`src/rtl/kbd_cmd_sequencer_pkg.sv`:
```
// kbd_cmd_sequencer_pkg: shared types and PS/2 protocol constants for the keyboard command sequencer
package kbd_cmd_sequencer_pkg;
  typedef enum logic [1:0] {ERR_NONE, ERR_TIMEOUT, ERR_RETRIES, ERR_BAT} kbd_cmd_err_t;
  typedef enum logic [2:0] {
    S_IDLE, S_SEND_CMD, S_WAIT_CMD_ACK, S_SEND_ARG, S_WAIT_ARG_ACK, S_WAIT_BAT, S_DONE, S_ERROR
  } kbd_seq_state_t;
  localparam logic [7:0] PS2_ACK          = 8'hFA;
  localparam logic [7:0] PS2_RESEND       = 8'hFE;
  localparam logic [7:0] PS2_BAT_OK       = 8'hAA;
  localparam logic [7:0] PS2_BAT_FAIL     = 8'hFC;
  localparam logic [7:0] KBD_CMD_RESET    = 8'hFF;
  localparam logic [7:0] KBD_CMD_SET_LEDS = 8'hED;
endpackage

```
`src/rtl/kbd_cmd_sequencer.sv`:
```
// kbd_cmd_sequencer: sends one host command (plus optional argument) to the keyboard,
// handles ACK/RESEND/BAT with retry and timeout, and strips consumed responses from the rx stream.
module kbd_cmd_sequencer
  import kbd_cmd_sequencer_pkg::*;
#(
  parameter int ACK_TIMEOUT = 1_000_000,
  parameter int BAT_TIMEOUT = 50_000_000,
  parameter int MAX_RETRIES = 3
) (
  input  logic         clk_i,
  input  logic         reset_i,
  input  logic         cmd_valid_i,
  output logic         cmd_ready_o,
  input  logic [7:0]   cmd_i,
  input  logic [7:0]   arg_i,
  input  logic         has_arg_i,
  output logic [7:0]   tx_data_o,
  output logic         tx_valid_o,
  input  logic         tx_ready_i,
  input  logic [7:0]   rx_data_i,
  input  logic         rx_valid_i,
  output logic [7:0]   fwd_data_o,
  output logic         fwd_valid_o,
  output logic         busy_o,
  output logic         done_o,
  output logic         error_o,
  output kbd_cmd_err_t error_code_o
);
  localparam int TW = $clog2(ACK_TIMEOUT > BAT_TIMEOUT ? ACK_TIMEOUT : BAT_TIMEOUT) + 1;
  localparam int RW = $clog2(MAX_RETRIES + 2);
  kbd_seq_state_t state;
  logic [7:0] cmd, arg;
  logic has_arg;
  logic [TW-1:0] timer;
  logic [RW-1:0] retries;
  logic wait_ack, expired, retry_ok, consumed, rx_ack, rx_resend, rx_bat_ok, rx_bat_fail;
  assign wait_ack    = state == S_WAIT_CMD_ACK || state == S_WAIT_ARG_ACK;
  assign expired     = timer == '0;
  assign retry_ok    = retries < RW'(MAX_RETRIES);
  assign rx_ack      = rx_valid_i && rx_data_i == PS2_ACK;
  assign rx_resend   = rx_valid_i && rx_data_i == PS2_RESEND;
  assign rx_bat_ok   = rx_valid_i && rx_data_i == PS2_BAT_OK;
  assign rx_bat_fail = rx_valid_i && rx_data_i == PS2_BAT_FAIL;
  assign consumed    = (wait_ack && (rx_ack || rx_resend)) || (state == S_WAIT_BAT && (rx_bat_ok || rx_bat_fail));
  // Handshake outputs decode straight from the state register, so they never see input paths
  assign cmd_ready_o = state == S_IDLE;
  assign busy_o      = state != S_IDLE;
  assign tx_valid_o  = state == S_SEND_CMD || state == S_SEND_ARG;
  assign tx_data_o   = state == S_SEND_ARG ? arg : cmd;
  assign done_o      = state == S_DONE;
  assign error_o     = state == S_ERROR;
  always_ff @(posedge clk_i) begin
    if (reset_i) begin
      state        <= S_IDLE;
      cmd          <= '0;
      arg          <= '0;
      has_arg      <= 1'b0;
      timer        <= '0;
      retries      <= '0;
      error_code_o <= ERR_NONE;
      fwd_valid_o  <= 1'b0;
      fwd_data_o   <= '0;
    end else begin
      fwd_valid_o <= rx_valid_i && !consumed;
      if (rx_valid_i) fwd_data_o <= rx_data_i;
      case (state)
        S_IDLE:
          if (cmd_valid_i) begin
            cmd          <= cmd_i;
            arg          <= arg_i;
            has_arg      <= has_arg_i;
            retries      <= '0;
            error_code_o <= ERR_NONE;
            state        <= S_SEND_CMD;
          end
        S_SEND_CMD, S_SEND_ARG:
          if (tx_ready_i) begin
            timer <= TW'(ACK_TIMEOUT);
            state <= state == S_SEND_CMD ? S_WAIT_CMD_ACK : S_WAIT_ARG_ACK;
          end
        S_WAIT_CMD_ACK, S_WAIT_ARG_ACK:
          if (rx_ack) begin
            retries <= '0;
            timer   <= TW'(BAT_TIMEOUT);
            state   <= state == S_WAIT_ARG_ACK ? S_DONE :
                       has_arg                 ? S_SEND_ARG :
                       cmd == KBD_CMD_RESET    ? S_WAIT_BAT : S_DONE;
          end else if (rx_resend || (!rx_valid_i && expired)) begin
            retries      <= retry_ok ? retries + 1'b1 : retries;
            error_code_o <= retry_ok ? error_code_o : rx_valid_i ? ERR_RETRIES : ERR_TIMEOUT;
            state        <= !retry_ok ? S_ERROR : state == S_WAIT_CMD_ACK ? S_SEND_CMD : S_SEND_ARG;
          end else if (!expired) begin
            timer <= timer - 1'b1;
          end
        S_WAIT_BAT:
          if (rx_bat_ok) begin
            state <= S_DONE;
          end else if (rx_bat_fail || (!rx_valid_i && expired)) begin
            error_code_o <= rx_bat_fail ? ERR_BAT : ERR_TIMEOUT;
            state        <= S_ERROR;
          end else if (!expired) begin
            timer <= timer - 1'b1;
          end
        S_DONE, S_ERROR:
          state <= S_IDLE;
      endcase
    end
  end
endmodule

```
`config.mk`:
```
export PLATFORM = sky130hd
export DESIGN_NAME = kbd_cmd_sequencer
export DESIGN_NICKNAME = d
export VERILOG_FILES = /design/src/rtl/kbd_cmd_sequencer_pkg.sv /design/src/rtl/kbd_cmd_sequencer.sv
export SDC_FILE = /design/constraint.sdc
export NUM_CORES = 1
export LEC_CHECK = 0
export ABC_AREA = 1
export CORE_UTILIZATION = 57
export CTS_BUF_LIST = sky130_fd_sc_hd__clkbuf_4 sky130_fd_sc_hd__clkbuf_8
export DETAILED_ROUTE_END_ITERATION = 10
export PLACE_DENSITY = 0.92
export SLEW_MARGIN = 20
export SYNTH_ARGS = -nofsm -noshare
export SYNTH_HDL_FRONTEND = slang
export SYNTH_SLANG_ARGS = --single-unit
```
`constraint.sdc`:
```
create_clock -name clk_i -period 2.5 [get_ports clk_i]
set_input_delay 0.25 -clock clk_i [delete_from_list [all_inputs] [get_ports clk_i]]
set_output_delay 0.25 -clock clk_i [all_outputs]
set_load 0.05 [all_outputs]
```
Nets reached from selected ports:
Scale: 4 px per um.
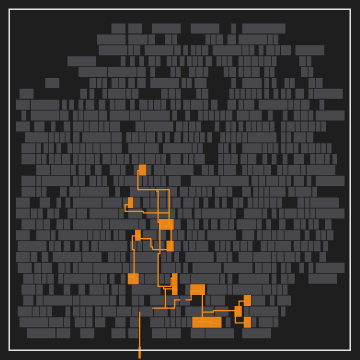
- rx_valid_i: orange (bits 1; direction input; end cells 17; buffers 3; wire 165 um)

Sequential cells grouped by signal name:
Scale: 3 px per um.
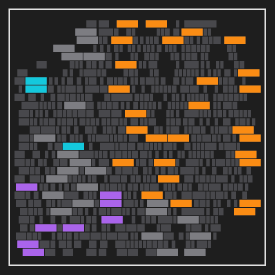
- timer: orange (flops 27)
- state: cyan (flops 3)
- arg: purple (flops 8; where bottom left)
- not colored: 23

==> summary.txt <==
yosys + openroad results -> Rows 29, first-pass GRT wire length 19100 um, Top Layout Cells nand2_1 (165), nor2_1 (85), dfxtp_1 (61), # nets final 720, synth warn 0, Multiplexer share 0%, Reg-to-Reg End timer[7], CP most frequent cell nand2_1, gr usage total 33.2%, pwr dens 1300 nW/um^2, final hold violation count 0, Non-CTS buffers 68, setup TNS 0 ns, Hold EP arg[6], initial antenna violation count 0, Cell Area, Synth 3920 um^2, critical path startpoint category flip-flop, die x size 84.9 um, Reg-to-Reg Start timer[0], Hold Buf Count CTS 0, post-layout util 72.8%, Worst Path Required 2.25 ns, total tool warning count 29, Worst Path Max Fanout 17, number of routed nets with antenna violations 0, worst clock skew 0.00928 ns, Leakage 2.10 nW, flop share of the area 25.8%, tap cells 77, port buffer count 53, fmax 0.428 GHz, Inserted Clock Buffers 9, Syn Nets 664, clk_buf instances 11, Top cell area share 31.2%, Reg area 1220 um^2, Setup Buffers After CTS 0, fin worst setup slack 0.163 ns, top cells by area dfxtp_1 (31%), nand2_1 (16%), nor2_1 (8.1%), a21oi_1 (7.4%), nand3_1 (6.9%), final setup fails 0, Pins Over Slew Limit 0, status finished clean, # fillers 507, Inverters 64, largest net degree at the start of global routing 34, die area 7200 um^2, Synth area leader dfxtp_1, placer congestion estimate 0.939, met1 usage 38.6%, vias in the first global route 4332, clk sinks 61, Comb area 2330 um^2, fraction of area in non-clock buffers 13.4%, Seq share, synth 31.2%, ANT cells 0, Hold WC Path Type reg -> reg, async set-reset flop share out of synthesis 0%, Detail Placement HPWL 8440 um, critical path's top delay family flip-flops, drt via density 5.91, worst slew pin tran 0.547 ns, Arr. time, crit path 2.09 ns, Tcrit/Tclk final 93.5%, Comb/total area 49.3%, #FFs+latches synth 61, CORE AREA 6490 um^2, total chip power 6.14 mW, # Cells Yosys 631, hold path depth 2, Crit-path slowest cell dfxtp_1, number of enable flip-flop cells 0
Pin map:
Scale: 3 px per um. Pins as bars across the die edge, other pins in gray.
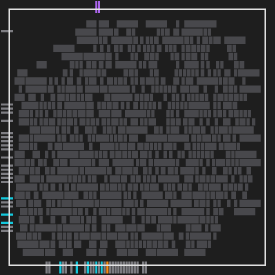
- tx_data_o: cyan (pins 8; direction output; edge 5 bottom, 3 left)
- rx_valid_i: orange (pins 1; direction input; edge bottom)
- error_code_o: purple (pins 2; direction output; edge top)
- all pins by edge: 29 bottom, 23 left, 2 top

synthesized netlist by cell type (3+ instances only):
cell type,instances
a21oi_1,58
buf_2,5
buf_4,4
clkbuf_1,11
dfxtp_1,61
ha_1,3
inv_1,56
inv_2,6
nand2_1,165
nand3_1,54
nand3_2,4
nand3b_1,4
nand4_1,17
nor2_1,85
nor2_2,13
nor2_4,3
nor3_1,9
o21ai_0,33
o21ai_1,6
o31ai_1,5
xnor2_1,5
xor2_1,6
worst max-delay path by stage:
| stage | from | end | slack [ns] | depth (start not counted) |
|---|---|---|---|---|
| global placement | rx_data_i[3] | timer[14] | 0.24 | 12 |
| finish | state[0] | tx_data_o[0] | 0.16 | 5 |
| global route | state[0] | tx_data_o[0] | 0.07 | 5 |
| floorplan | state[0] | tx_data_o[0] | -0.21 | 6 |
| CTS | state[0] | tx_data_o[0] | 0.21 | 5 |
| detailed placement | rx_data_i[3] | timer[14] | 0.22 | 12 |
metal layers:
| layer | vias to the layer above | part of all wire, % |
|---|---|---|
| met4 | 0 | 3.9 |
| met1 | 2067 | 40 |
| met3 | 53 | 8.3 |
| met5 | - | 0 |
| met2 | 251 | 48 |
| li1 | 2173 | - |
flip-flops by register name (all words and copies together), names as in the netlist:
name and count:
arg 8, cmd 8, error_code_o 2, fwd_data_o 8, fwd_valid_o 1, has_arg 1, retries 3, state 3
timer 27
per-stage QoR:
step,area (um^2),instances,hold WS (ns)
after global routing,4730,769,0.476
after floorplan,3920,631,0.385
after detailed placement,4520,753,0.443
after global placement,4520,753,0.433
final,4730,769,0.452
after CTS,4730,769,0.455
report_power, final:
group	internal [mW]	switching (mW)	total, mW
registers	1.17	0.207	1.38
clock network	0.500	0.430	0.930
logic	1.24	2.59	3.83
total	2.91	3.23	6.14
Power is estimated from default activity; no workload was simulated.
